[src/rtl/password_pkg.sv]
// Shared constants for the password attempt controller: state encodings,
// status digit codes and the MAX_FAIL range check.
package password_pkg;

   localparam logic [2:0] ST_CLEAR   = 3'd0;
   localparam logic [2:0] ST_ARMED   = 3'd1;
   localparam logic [2:0] ST_ENTRY   = 3'd2;
   localparam logic [2:0] ST_GRANT   = 3'd3;
   localparam logic [2:0] ST_DENY    = 3'd4;
   localparam logic [2:0] ST_LOCKOUT = 3'd5;

   localparam logic [3:0] DIG_GRANT = 4'd9;
   localparam logic [3:0] DIG_LOCK  = 4'd8;

   // fail_cnt is 3 bits wide, so the lockout threshold must fit in 1..7.
   function automatic bit max_fail_ok(input int unsigned max_fail);
      return (max_fail >= 1) && (max_fail <= 7);
   endfunction

endpackage

[src/rtl/cycle_timer.sv]
// Loadable down-counter that stops at zero; shared by the entry timeout,
// unlock hold and lockout hold.
module cycle_timer #(
   parameter int unsigned CNT_W = 30
) (
   input  logic             clk,
   input  logic             reset,
   input  logic             load,
   input  logic [CNT_W-1:0] load_val,
   output logic             zero
);

   logic [CNT_W-1:0] cnt_q;

   always_ff @(posedge clk) begin
      if (!reset) begin
         cnt_q <= '0;
      end else if (load) begin
         cnt_q <= load_val;
      end else if (cnt_q != '0) begin
         cnt_q <= cnt_q - CNT_W'(1);
      end
   end

   assign zero = (cnt_q == '0);

endmodule

[src/rtl/password_attempt_controller.sv]
// Sequences password attempts on the button-sequence detector: gates key
// pulses, restarts the detector, counts failures and enforces lockout.
//
//   state   | meaning
//   --------+-----------------------------------------------------------
//   CLEAR   | one-cycle restart pulse to the detector
//   ARMED   | waiting for the first key pulse, no timeout
//   ENTRY   | code entry in progress, idle timeout running
//   GRANT   | access granted for UNLOCK_CYCLES
//   DENY    | one cycle after a failed attempt, decides on lockout
//   LOCKOUT | input blocked for LOCK_CYCLES after MAX_FAIL failures
module password_attempt_controller
   import password_pkg::*;
#(
   parameter int unsigned MAX_FAIL       = 3,
   parameter int unsigned TIMEOUT_CYCLES = 500_000_000,
   parameter int unsigned UNLOCK_CYCLES  = 300_000_000,
   parameter int unsigned LOCK_CYCLES    = 1_000_000_000,
   parameter int unsigned CNT_W          = 30
) (
   input  logic       clk,
   input  logic       reset,
   input  logic       key_pulse,
   input  logic       seq_ok,
   input  logic       seq_err,
   output logic       btn_en,
   output logic       fsm_clr,
   output logic       unlocked,
   output logic       locked,
   output logic [2:0] fail_cnt,
   output logic [3:0] status_digit
);

   generate
      if (!max_fail_ok(MAX_FAIL)) begin : g_max_fail_illegal
         $error("password_attempt_controller: MAX_FAIL must be in 1..7");
      end
   endgenerate

   localparam logic [2:0]       FAIL_MAX   = 3'(MAX_FAIL);
   localparam logic [CNT_W-1:0] LD_TIMEOUT = CNT_W'(TIMEOUT_CYCLES - 1);
   localparam logic [CNT_W-1:0] LD_UNLOCK  = CNT_W'(UNLOCK_CYCLES - 1);
   localparam logic [CNT_W-1:0] LD_LOCK    = CNT_W'(LOCK_CYCLES - 1);

   logic [2:0]       state_q, state_d;
   logic [2:0]       fail_q, fail_d, fail_inc;
   logic             tmr_load, tmr_zero;
   logic [CNT_W-1:0] tmr_val;

   assign fail_inc = (fail_q < FAIL_MAX) ? fail_q + 3'd1 : fail_q;

   always_comb begin
      state_d  = state_q;
      fail_d   = fail_q;
      tmr_load = 1'b0;
      tmr_val  = LD_TIMEOUT;
      case (state_q)
         ST_CLEAR: state_d = ST_ARMED;
         ST_ARMED: begin
            if (key_pulse) begin
               state_d  = ST_ENTRY;
               tmr_load = 1'b1;
            end
         end
         ST_ENTRY: begin
            // An error outranks a simultaneous success; a fresh key pulse
            // outranks an expiring timer.
            if (seq_err) begin
               state_d = ST_DENY;
               fail_d  = fail_inc;
            end else if (seq_ok) begin
               state_d  = ST_GRANT;
               fail_d   = '0;
               tmr_load = 1'b1;
               tmr_val  = LD_UNLOCK;
            end else if (key_pulse) begin
               tmr_load = 1'b1;
            end else if (tmr_zero) begin
               state_d = ST_DENY;
               fail_d  = fail_inc;
            end
         end
         ST_GRANT: begin
            if (tmr_zero) state_d = ST_CLEAR;
         end
         ST_DENY: begin
            if (fail_q == FAIL_MAX) begin
               state_d  = ST_LOCKOUT;
               tmr_load = 1'b1;
               tmr_val  = LD_LOCK;
            end else begin
               state_d = ST_CLEAR;
            end
         end
         ST_LOCKOUT: begin
            if (tmr_zero) begin
               state_d = ST_CLEAR;
               fail_d  = '0;
            end
         end
         default: state_d = ST_CLEAR;
      endcase
   end

   always_ff @(posedge clk) begin
      if (!reset) begin
         state_q <= ST_CLEAR;
         fail_q  <= '0;
      end else begin
         state_q <= state_d;
         fail_q  <= fail_d;
      end
   end

   cycle_timer #(.CNT_W(CNT_W)) u_timer (
      .clk      (clk),
      .reset    (reset),
      .load     (tmr_load),
      .load_val (tmr_val),
      .zero     (tmr_zero)
   );

   assign fsm_clr  = (state_q == ST_CLEAR);
   assign btn_en   = (state_q == ST_ARMED) || (state_q == ST_ENTRY);
   assign unlocked = (state_q == ST_GRANT);
   assign locked   = (state_q == ST_LOCKOUT);
   assign fail_cnt = fail_q;

   always_comb begin
      case (state_q)
         ST_GRANT:   status_digit = DIG_GRANT;
         ST_LOCKOUT: status_digit = DIG_LOCK;
         default:    status_digit = {1'b0, fail_q};
      endcase
   end

endmodule

[config.mk]
export PLATFORM = sky130hd
export DESIGN_NAME = password_attempt_controller
export DESIGN_NICKNAME = d
export VERILOG_FILES = /design/src/rtl/password_pkg.sv /design/src/rtl/cycle_timer.sv /design/src/rtl/password_attempt_controller.sv
export SDC_FILE = /design/constraint.sdc
export NUM_CORES = 1
export LEC_CHECK = 0
export CAP_MARGIN = 20
export CORE_UTILIZATION = 59
export DETAILED_ROUTE_END_ITERATION = 16
export PLACE_DENSITY = 0.86
export SLEW_MARGIN = 0
export SYNTH_ARGS = -nofsm -noshare
export SYNTH_HDL_FRONTEND = slang
export SYNTH_HIERARCHICAL = 1
export SYNTH_SLANG_ARGS = --single-unit
[constraint.sdc]
create_clock -name clk -period 2.75 [get_ports clk]
set_clock_uncertainty 0.05 [all_clocks]
set_input_delay 0.4125 -clock clk [delete_from_list [all_inputs] [get_ports clk]]
set_output_delay 0.4125 -clock clk [all_outputs]
set_load 0.02 [all_outputs]
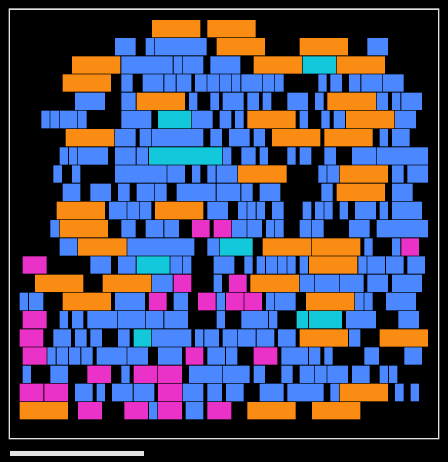
Fig. 1. Placed cells, one colour a class.
Bar = 20 um.
sequential cells -> orange  # cells 36
combinational and other logic -> blue  # cells 219
clock drivers and dummy loads -> cyan  # cells 8
remaining buffers and delay cells -> magenta  # cells 25

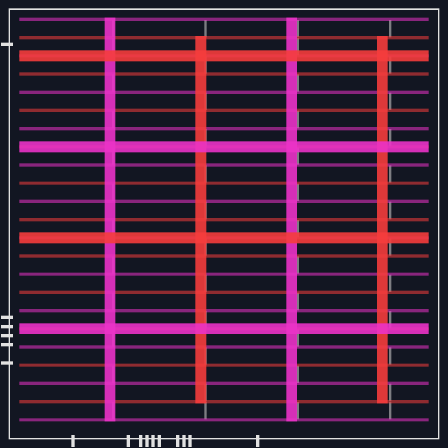
Fig. 2. Power grid.
Pins as bars on the die edge. Tap cells in grey.
VSS -> magenta
VDD -> red
rows = 22
met4 straps = 4
tap cells = 48
met5 straps = 4
signal pins = 16

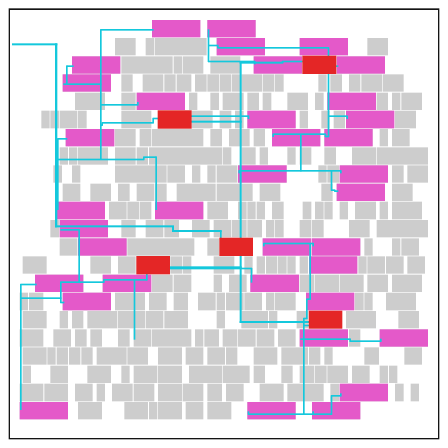
Fig. 3. Routed clock nets over the placement.
flip-flops -> magenta  # count 36
clock wires -> cyan  # length 486 um
clock drivers -> red  # count 5
routed clock nets = 6
flops lie = spread over the die
P_clk: 0.000470 W
clock power share: 14.1%
Skew-Pair Late Insertion Delay: 0.29 ns

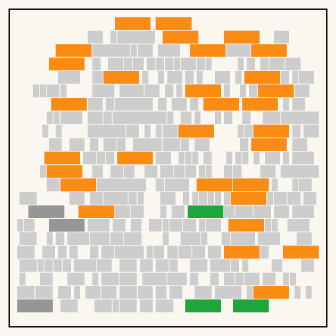
Fig. 4. Sequential cells coloured by netlist name.
`u_timer/cnt_q` -> orange  # flops 30, where spread over the die
`state_q` -> green  # flops 3

[layer usage]
metal | vias to the layer above | part of all wire, %
li1 | 978 | -
met1 | 906 | 47
met2 | 36 | 48
met3 | 9 | 3.5
met4 | 0 | 2.0
met5 | - | 0
[layout by cell type (no fill, tap or decap), types with 3 or more instances in the layout]
cell,instances
a31oi_1,3
conb_1,12
xnor2_1,19
clkbuf_8,5
and2_1,3
o21ai_1,17
nand3_1,5
buf_4,10
a21oi_1,4
nor2_1,18
dfxtp_1,36
o31ai_1,5
a211oi_1,5
inv_1,8
nor4_2,3
xor2_1,7
nor3_1,11
nand2_1,28
a211oi_2,3
nor4_4,4
o21ai_0,8
clkdlybuf4s50_1,15
ha_1,3
or4_1,4
[worst max-delay path by stage]
stage	from	endpoint	slack, ns	cells past startpoint
4_1_cts	state_q[2]	status_digit[1]	0.29	4
2_1_floorplan	state_q[2]	u_timer/cnt_q[13]	0.20	12
3_5_place_dp	seq_err	u_timer/cnt_q[19]	0.15	10
6_report	state_q[2]	status_digit[1]	0.27	4
3_3_place_gp	seq_err	u_timer/cnt_q[19]	0.26	10
5_1_grt	state_q[1]	u_timer/cnt_q[20]	0.05	9
[worst min-delay path, delay by kind of cell, from the launching register on]
| family | cells | cell delay (ns) |
|---|---|---|
| compound gates | 2 | 0.14 |
| flops | 1 | 0.36 |
[power breakdown]
part	internal, W	switching (W)	total (W)
combinational	0.000809	0.00102	0.00183
clock	0.000268	0.000202	0.000470
sequential	0.000727	0.000298	0.00103
total	0.00180	0.00152	0.00332
[area by class of cell]
| cell class | instances | share of cell area, % |
|---|---|---|
| Sequential cell | 36 | 27.3 |
| Timing Repair Buffer | 25 | 8.53 |
| Inverter | 10 | 1.42 |
| Tap cell | 48 | 2.28 |
| Clock inverter | 3 | 1.61 |
| Multi-Input combinational cell | 209 | 56.2 |
| Clock buffer | 5 | 2.61 |
[registers in the layout, summed over array words and instances, names as in the netlist]
name           flops
u_timer/cnt_q     30
fail_cnt           3
state_q            3
[stage by stage]
stage / setup WS (ns) / cell area, um^2 / cells
3_5_place_dp: 0.149 / 2530 / 328
3_3_place_gp: 0.262 / 2530 / 328
2_1_floorplan: 0.203 / 2300 / 265
4_1_cts: 0.287 / 2640 / 336
5_1_grt: 0.0455 / 2640 / 336
6_report: 0.266 / 2640 / 336
[synthesized netlist by cell type, drive strengths merged (2+ instances only)]
master	n
dfxtp	36
nand2	28
o21ai	25
xnor2	19
nor2	18
nor3	14
inv	9
nor4	9
a211oi	8
xor2	7
buf	5
clkbuf	5
nand3	5
o31ai	5
a21oi	4
nand4	4
or4	4
a31oi	3
and2	3
ha	3
nor3b	3
a22o	2
and2b	2
and3b	2
conb	2
nand2b	2
nand3b	2
or2b	2
or3	2
or4b	2
==> results.cfg <==
; flow metrics
[status]
outcome = completed

[logic_synthesis]
synth.top_cell.area_share_pct = 31.8
aoi_share_pct = 18.6
edf_count = 0
yosysSeqAreaShare_pct = 31.8
mux_share_pct = 0.442
ys_warn_count = 6
ys_types = 65
ys_cells = 255

[timing]
tns_ns = 0
worstMarginPinSlew_ns = 0.541
setup_viol = 0
timing.final.hold_violations = 0

[die]
die_h_um = 64.0

[route]
drt_first_pass_iters = 4
vias = 1929

[final_layout]
fin_util_pct = 72.1
areaGrowthSynthToFinish_pct = 16.5
seq_area_um2 = 721
diodes = 0

[grt]
use_met1_pct = 34.9
met2_usage_pct = 43.2

[cts]
h-tree-depth = 2
cts_buffer_depth = 2
cts.hold.buffers_added = 0

[setup_path]
required_ns = 2.29
critical_path_buf_inv_count = 1
r2r_end = u_timer/cnt_q[20]

[placement]
dp_hpwl_um = 3510
Power and IR drop assume default switching activity.
